[src/rtl/dlx_pkg.sv]
// Shared definitions for the DLX memory-side blocks: FSM encoding, fault codes
// and default bus widths.
package dlx_pkg;

  localparam int DLX_ADDR_W = 32;
  localparam int DLX_DATA_W = 32;

  typedef enum logic [1:0] {
    ST_IDLE  = 2'd0,
    ST_WAIT  = 2'd1,
    ST_FAULT = 2'd2
  } state_e;

  localparam logic [1:0] FAULT_NONE    = 2'b00;
  localparam logic [1:0] FAULT_ALIGN   = 2'b01;
  localparam logic [1:0] FAULT_RW      = 2'b10;
  localparam logic [1:0] FAULT_TIMEOUT = 2'b11;

endpackage

[src/rtl/mem_wait_timer.sv]
// Wait-state counter for an outstanding bus transaction; flags the last
// cycle allowed before the transaction is declared timed out.
module mem_wait_timer #(
  parameter int CNT_W   = 4,
  parameter int TIMEOUT = 15
) (
  input  logic clk,
  input  logic reset,
  input  logic clear,
  input  logic enable,
  output logic timeout
);

  logic [CNT_W-1:0] count_q;
  logic [CNT_W-1:0] count_d;

  always_comb begin
    count_d = count_q;
    if (clear) begin
      count_d = '0;
    end else if (enable) begin
      count_d = count_q + CNT_W'(1);
    end
  end

  always_ff @(posedge clk or posedge reset) begin
    if (reset) begin
      count_q <= '0;
    end else begin
      count_q <= count_d;
    end
  end

  assign timeout = (count_q == CNT_W'(TIMEOUT - 1));

endmodule

[src/rtl/mem_access_unit.sv]
// Turns the DLX control strobes into single req/ack bus transactions, captures
// IR/MDR, stalls control while a transaction is outstanding, and latches faults.
module mem_access_unit
  import dlx_pkg::*;
#(
  parameter int ADDR_W  = DLX_ADDR_W,
  parameter int DATA_W  = DLX_DATA_W,
  parameter int TIMEOUT = 15,
  parameter int CNT_W   = 4
) (
  input  logic                  clk,
  input  logic                  reset,
  input  logic                  mem_read,
  input  logic                  mem_write,
  input  logic                  iord,
  input  logic                  ir_write,
  input  logic [ADDR_W-1:0]     pc,
  input  logic [ADDR_W-1:0]     alu_out,
  input  logic [DATA_W-1:0]     store_data,
  output logic                  bus_req,
  output logic                  bus_we,
  output logic [ADDR_W-1:0]     bus_addr,
  output logic [DATA_W-1:0]     bus_wdata,
  output logic [DATA_W/8-1:0]   bus_be,
  input  logic                  bus_ack,
  input  logic [DATA_W-1:0]     bus_rdata,
  output logic [DATA_W-1:0]     instr,
  output logic [DATA_W-1:0]     mdr,
  output logic                  stall,
  output logic                  fault,
  output logic [1:0]            fault_code,
  output logic [1:0]            dbg_state
);

  // Bus handshake: bus_req rises on the edge after a request is accepted and
  // holds we/addr/wdata stable until the first cycle with bus_ack high; that
  // cycle completes the transfer (rdata valid in it) and bus_req drops on its
  // edge. Only one transaction is ever outstanding.

  state_e              state_q, state_d;
  logic                bus_req_q, bus_req_d;
  logic                bus_we_q, bus_we_d;
  logic [ADDR_W-1:0]   bus_addr_q, bus_addr_d;
  logic [DATA_W-1:0]   bus_wdata_q, bus_wdata_d;
  logic                dest_ir_q, dest_ir_d;
  logic [DATA_W-1:0]   instr_q, instr_d;
  logic [DATA_W-1:0]   mdr_q, mdr_d;
  logic [1:0]          fault_code_q, fault_code_d;

  logic                req;
  logic [ADDR_W-1:0]   sel_addr;
  logic                timer_clear;
  logic                timer_en;
  logic                timeout;

  assign req      = mem_read | mem_write;
  assign sel_addr = iord ? alu_out : pc;

  mem_wait_timer #(
    .CNT_W   (CNT_W),
    .TIMEOUT (TIMEOUT)
  ) u_wait_timer (
    .clk     (clk),
    .reset   (reset),
    .clear   (timer_clear),
    .enable  (timer_en),
    .timeout (timeout)
  );

  always_comb begin
    state_d      = state_q;
    bus_req_d    = bus_req_q;
    bus_we_d     = bus_we_q;
    bus_addr_d   = bus_addr_q;
    bus_wdata_d  = bus_wdata_q;
    dest_ir_d    = dest_ir_q;
    instr_d      = instr_q;
    mdr_d        = mdr_q;
    fault_code_d = fault_code_q;
    timer_clear  = 1'b0;
    timer_en     = 1'b0;
    stall        = 1'b0;

    unique case (state_q)
      ST_IDLE: begin
        if (req) begin
          stall = 1'b1;
          if (mem_read && mem_write) begin
            state_d      = ST_FAULT;
            fault_code_d = FAULT_RW;
          end else if (sel_addr[1:0] != 2'b00) begin
            state_d      = ST_FAULT;
            fault_code_d = FAULT_ALIGN;
          end else begin
            state_d     = ST_WAIT;
            bus_req_d   = 1'b1;
            bus_we_d    = mem_write;
            bus_addr_d  = sel_addr;
            bus_wdata_d = store_data;
            dest_ir_d   = ir_write;
            timer_clear = 1'b1;
          end
        end
      end
      ST_WAIT: begin
        // An ack on the timeout cycle still completes the transfer normally.
        if (bus_ack) begin
          state_d   = ST_IDLE;
          bus_req_d = 1'b0;
          if (!bus_we_q) begin
            if (dest_ir_q) begin
              instr_d = bus_rdata;
            end else begin
              mdr_d = bus_rdata;
            end
          end
        end else begin
          stall = 1'b1;
          if (timeout) begin
            state_d      = ST_FAULT;
            fault_code_d = FAULT_TIMEOUT;
            bus_req_d    = 1'b0;
          end else begin
            timer_en = 1'b1;
          end
        end
      end
      ST_FAULT: begin
        stall = 1'b1;
      end
      default: begin
        state_d = ST_IDLE;
      end
    endcase
  end

  always_ff @(posedge clk or posedge reset) begin
    if (reset) begin
      state_q      <= ST_IDLE;
      bus_req_q    <= 1'b0;
      bus_we_q     <= 1'b0;
      bus_addr_q   <= '0;
      bus_wdata_q  <= '0;
      dest_ir_q    <= 1'b0;
      instr_q      <= '0;
      mdr_q        <= '0;
      fault_code_q <= FAULT_NONE;
    end else begin
      state_q      <= state_d;
      bus_req_q    <= bus_req_d;
      bus_we_q     <= bus_we_d;
      bus_addr_q   <= bus_addr_d;
      bus_wdata_q  <= bus_wdata_d;
      dest_ir_q    <= dest_ir_d;
      instr_q      <= instr_d;
      mdr_q        <= mdr_d;
      fault_code_q <= fault_code_d;
    end
  end

  assign bus_req    = bus_req_q;
  assign bus_we     = bus_we_q;
  assign bus_addr   = bus_addr_q;
  assign bus_wdata  = bus_wdata_q;
  assign bus_be     = '1;
  assign instr      = instr_q;
  assign mdr        = mdr_q;
  assign fault      = (state_q == ST_FAULT);
  assign fault_code = fault_code_q;
  assign dbg_state  = state_q;

endmodule

[config.mk]
export PLATFORM = sky130hd
export DESIGN_NAME = mem_access_unit
export DESIGN_NICKNAME = d
export VERILOG_FILES = /design/src/rtl/dlx_pkg.sv /design/src/rtl/mem_wait_timer.sv /design/src/rtl/mem_access_unit.sv
export SDC_FILE = /design/constraint.sdc
export NUM_CORES = 1
export LEC_CHECK = 0
export CAP_MARGIN = 10
export CORE_UTILIZATION = 43
export CTS_BUF_LIST = sky130_fd_sc_hd__clkbuf_2
export CTS_CLUSTER_DIAMETER = 30
export CTS_CLUSTER_SIZE = 8
export DETAILED_ROUTE_END_ITERATION = 16
export PLACE_DENSITY = 0.83
export SKIP_CTS_REPAIR_TIMING = 1
export SLEW_MARGIN = 10
export SYNTH_ARGS = -nofsm -noshare
export SYNTH_HDL_FRONTEND = slang
export SYNTH_SLANG_ARGS = --single-unit
[constraint.sdc]
create_clock -name clk -period 7.5 [get_ports clk]
set_input_delay 2.25 -clock clk [delete_from_list [all_inputs] [get_ports clk]]
set_output_delay 2.25 -clock clk [all_outputs]
set_load 0.05 [all_outputs]
PDN straps and rails:
The bar under the picture is 20 µm long. Pins as bars on the die edge. Tap cells in gray.
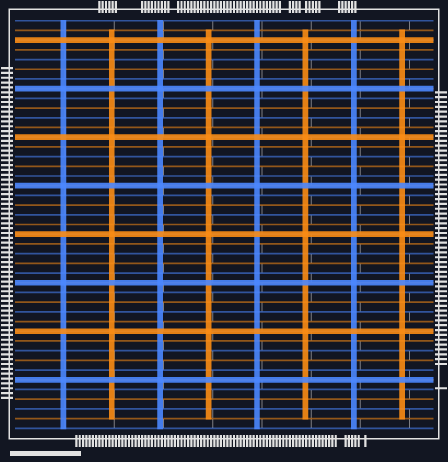
[VSS] blue
[VDD] orange
met4 straps: 8
rows: 42
met1 rails: 43

Cell classes on the final placement:
The bar under the picture is 20 µm long.
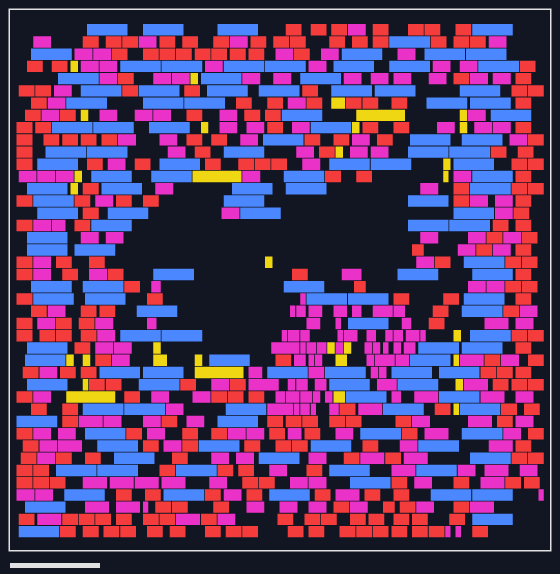
[remaining buffers and delay cells] red | cells: 273
[clock drivers and dummy loads] yellow | cells: 32
[remaining logic cells] magenta | cells: 223
[sequential cells] blue | cells: 139

Routed clock nets over the placement:
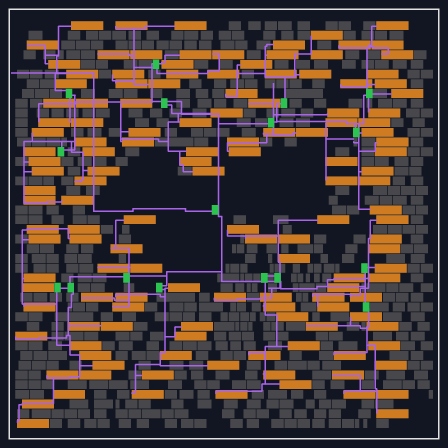
[flip-flops] orange | count: 139
[clock wires] purple | length: 1550 µm
[clock-net drivers] green | count: 17
routed clock nets: 18

Metal layers overlaid:
The bar under the picture is 20 µm long. Only two layers are drawn.
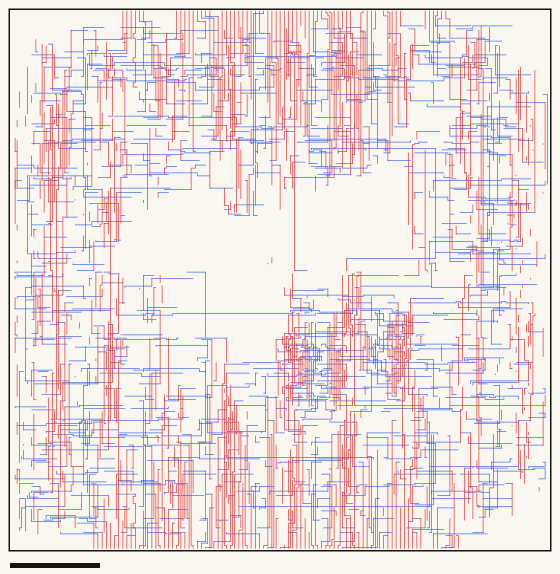
[M2] red | wire length: 7900 µm
[M1] blue | wire length: 5180 µm

==> final cells by class <==
cell class / count / area, µm² / area share [%]
sequential: 139 / 3478 / 38.59
clock buffer: 18 / 90.09 / 0.9994
clock inverter: 14 / 177.7 / 1.971
multi-input combinational: 216 / 2291 / 25.42
timing repair buffer: 273 / 2725 / 30.23
inverter: 7 / 31.28 / 0.3470
tap: 176 / 220.2 / 2.443
==> worst max-delay path: stages <==
cell             delay [ns]
clkdlybuf4s50_1        0.52
or3b_1                 0.45
o21ai_0                0.14
clkdlybuf4s50_1        0.88
==> cell families after synthesis <==
family / after synthesis
AND-OR/OR-AND: 22
XOR/XNOR: 1
adder cells (fa/ha/maj): 2
buffers and inverters: 30
flip-flops: 139
multiplexers: 157
other: 1
AND/OR/NAND/NOR: 30
==> sequential cells by signal, indices dropped and copies added, names as in the netlist <==
| register | count |
|---|---|
| bus_wdata | 32 |
| bus_we | 1 |
| instr | 32 |
| bus_req | 1 |
| dbg_state | 2 |
| bus_addr | 32 |
| fault_code | 2 |
| u_wait_timer.count_q | 4 |
| mdr | 32 |
| dest_ir_q | 1 |
==> power by group through the flow <==
stage / registers, mW / clock network [mW] / logic (mW)
3_3_place_gp: 0.786 / 0 / 0.213
6_report: 0.774 / 0.475 / 0.216
4_1_cts: 0.774 / 0.493 / 0.218
2_1_floorplan: 0.836 / 0 / 0.0536
5_1_grt: 0.776 / 0.521 / 0.228
3_5_place_dp: 0.787 / 0 / 0.218
==> cells in the mapped netlist, types with 2 or more instances <==
| master | count | area share (%) |
|---|---|---|
| and3_1 | 2 | 0.21 |
| nand2_1 | 3 | 0.19 |
| nor2_1 | 2 | 0.13 |
| buf_2 | 5 | 0.42 |
| a211oi_1 | 2 | 0.25 |
| a221oi_1 | 2 | 0.29 |
| nand3_1 | 2 | 0.17 |
| buf_12 | 2 | 0.67 |
| nand4_1 | 3 | 0.31 |
| and2_1 | 2 | 0.21 |
| mux2_4 | 26 | 6.5 |
| buf_6 | 5 | 0.94 |
| mux2_1 | 5 | 0.94 |
| clkbuf_1 | 3 | 0.19 |
| dfrtp_1 | 139 | 58 |
| o21ai_0 | 4 | 0.33 |
| or2_2 | 2 | 0.21 |
| or3_1 | 2 | 0.21 |
| inv_1 | 7 | 0.44 |
| mux2_2 | 126 | 24 |
| buf_4 | 7 | 0.88 |
| ha_1 | 2 | 0.42 |
| a21oi_1 | 4 | 0.33 |
| o211ai_1 | 4 | 0.50 |
| nor3_1 | 2 | 0.17 |
==> per-layer routing <==
metal | track usage (%) | wire length (µm) | up-vias
li1 | - | - | 1909
met1 | 21.69 | 5174 | 2089
met2 | 37.93 | 7896 | 162
met3 | 8.745 | 1268 | 13
met4 | 5.781 | 170 | 0
met5 | 0 | 0 | -
==> through the flow <==
stage | std cells | instance area (µm²)
final | 843 | 9014
after global routing | 843 | 9014
after CTS | 843 | 9014
after detailed placement | 811 | 8746
after global placement | 811 | 8746
after floorplan | 385 | 5996
==> PnR_summary.wiki <==
== Implementation results ==
{| class="wikitable"
! Metric !! Value
|-
| Result of the run || complete, no violations
|-
| Iter 0 DRT Violations || roughly 130
|-
| Synth Seq Share || approximately 58%
|-
| Initial antenna violation count || 0
|-
| First-pass GRT wire length || about 23000 µm
|-
| Clock transition time at the flip-flop clock pins of the worst setup and hold paths || 0.17 ns
|-
| Share of power burned in the clock network || approximately 32%
|-
| Source-to-sink clock delay at the later pin of the worst-skew pair || between 0.6 and 0.7 ns
|-
| Data arrival at the endpoint of the critical path || approximately 4.2 ns
|-
| Area fraction in mux cells || between 30% and 40%
|-
| Logic gate share of total power || between 10% and 20%
|-
| Clock tree from TritonCTS || done
|-
| Post-synth tally of flip-flops with integrated enable || 0
|-
| Count of final hold-check violations || 0
|-
| Count of nets left with antenna violations after detail routing || 0
|-
| Post-layout period usage of the worst path || between 80% and 90%
|-
| Number of filler cells placed in the layout || slightly below 1000
|-
| Switching Share || between 20% and 30%
|-
| Core Box Area || approximately 13000 µm²
|-
| Unrepaired setup endpoints after global routing || false
|-
| Element type at the critical path end || output port
|-
| Lkg Pwr || about 4.1 nW
|-
| Fraction of final layout cells sized beyond drive strength 1 || 29.09%
|-
| Wirelength, routed || roughly 15000 µm
|-
| Final min period || approximately 6.5 ns
|-
| Top library cells by usage in the layout, fill and taps aside || clkdlybuf4s50_1 (270), dfrtp_1 (139), mux2_2 (126)
|-
| Area fraction in xor and xnor cells || less than 1%
|-
| Switching Power || around 0.37 mW
|-
| Sequential group share of total power || between 50% and 60%
|-
| Growth of design area from synthesis to finish || 50.62%
|-
| Final cell utilization of the core || 67.26%
|-
| Vertical die dimension || ~120 µm
|-
| Pwr Total || between 1 and 1.5 mW
|-
| Site Rows || approximately 42
|-
| FA/HA/MAJ Cells, Area Fraction || less than 1%
|-
| Global routing usage summed across all routing layers || around a fifth
|-
| Data required time of the critical path || about 5.3 ns
|-
| Initial core utilization || about 45%
|-
| Mapped Area || about 6000 µm²
|-
| Slew at the pin closest to its max-slew limit || roughly 1.1 ns
|-
| Endpoint of the most critical setup path || stall
|-
| Number of register bits inferred by synthesis || 139
|-
| Simple share || around 3.6%
|-
| Via density per instance || around 5
|-
| Setup violators final || 0
|-
| Library cells used by synthesis || between 40 and 50
|-
| FMAX || approximately 150 MHz
|-
| Final worst-path setup slack || roughly 1.0 ns
|-
| Count of max-cap constraint violations || 0
|-
| Dominant comb cell || multiplexers
|-
| Number of cells in the yosys synthesis report || about 380
|-
| Horizontal extent of the die || 120.0 µm
|-
| Complex Gates by Area || 2.739%
|-
| Warning count from the yosys run || 0
|-
| Routed WL per cell || approximately 17 µm
|-
| Diodes inserted || 0
|-
| Worst slew slack as a fraction of its limit || approximately 28%
|-
| Maximum root-to-sink buffer count || 2
|-
| Pin count of the biggest net entering global routing || around 84
|-
| Buffer type at the clock tree root || clkbuf_2
|-
| Post-detailed-route DRC marker count || 0
|-
| Class of the worst hold path || reg -> reg
|-
| Tally of OpenROAD warnings || 27
|-
| Full die area || around 14000 µm²
|-
| Routability congestion estimate || around 0.81
|-
| Total overflow reported by the global router || 0
|-
| Length of the first detailed-routing pass in iterations || 4
|-
| Number of buffers added on ports || approximately 270
|-
| Num Clock Sinks || 139
|-
| Setup slack of the most critical reg-to-reg path || between 5 and 6 ns
|-
| Via count of the first global-routing pass || between 4000 and 5000
|-
| Sum of net half-perimeters after detailed placement || roughly 11000 µm
|-
| Critical setup path kind || in -> out
|-
| Startpoint of the worst register-to-register path || dbg_state[1]$_DFFE_PP0P_
|-
| Number of buffers inserted during clock tree synthesis || 17
|-
| Final net count || a little under 800
|-
| Gate Count Post-Synth || ~380
|-
| Cell count of the worst reg-to-reg path || 3
|-
| Terminus of the critical flop-to-flop path || bus_addr[4]$_DFFE_PP0P_
|-
| Launching element of the worst setup path || bus_ack
|-
| Crit path launch type || primary input
|-
| Post-synthesis async set-or-reset flop share || 100.0%
|-
| Cell Pwr Density || ~160 nW/µm²
|-
| Critical-path maximum fanout || 6
|-
| Post-synthesis area per instance || 15.67 µm²
|-
| Worst hold start || mdr[4]$_DFFE_PP0P_
|-
| Instance count along the most critical hold path || 1
|-
| IR drop worst, VDD || 187.0 µV
|}
No activity file was given, so power comes from the tool's default toggle rates.
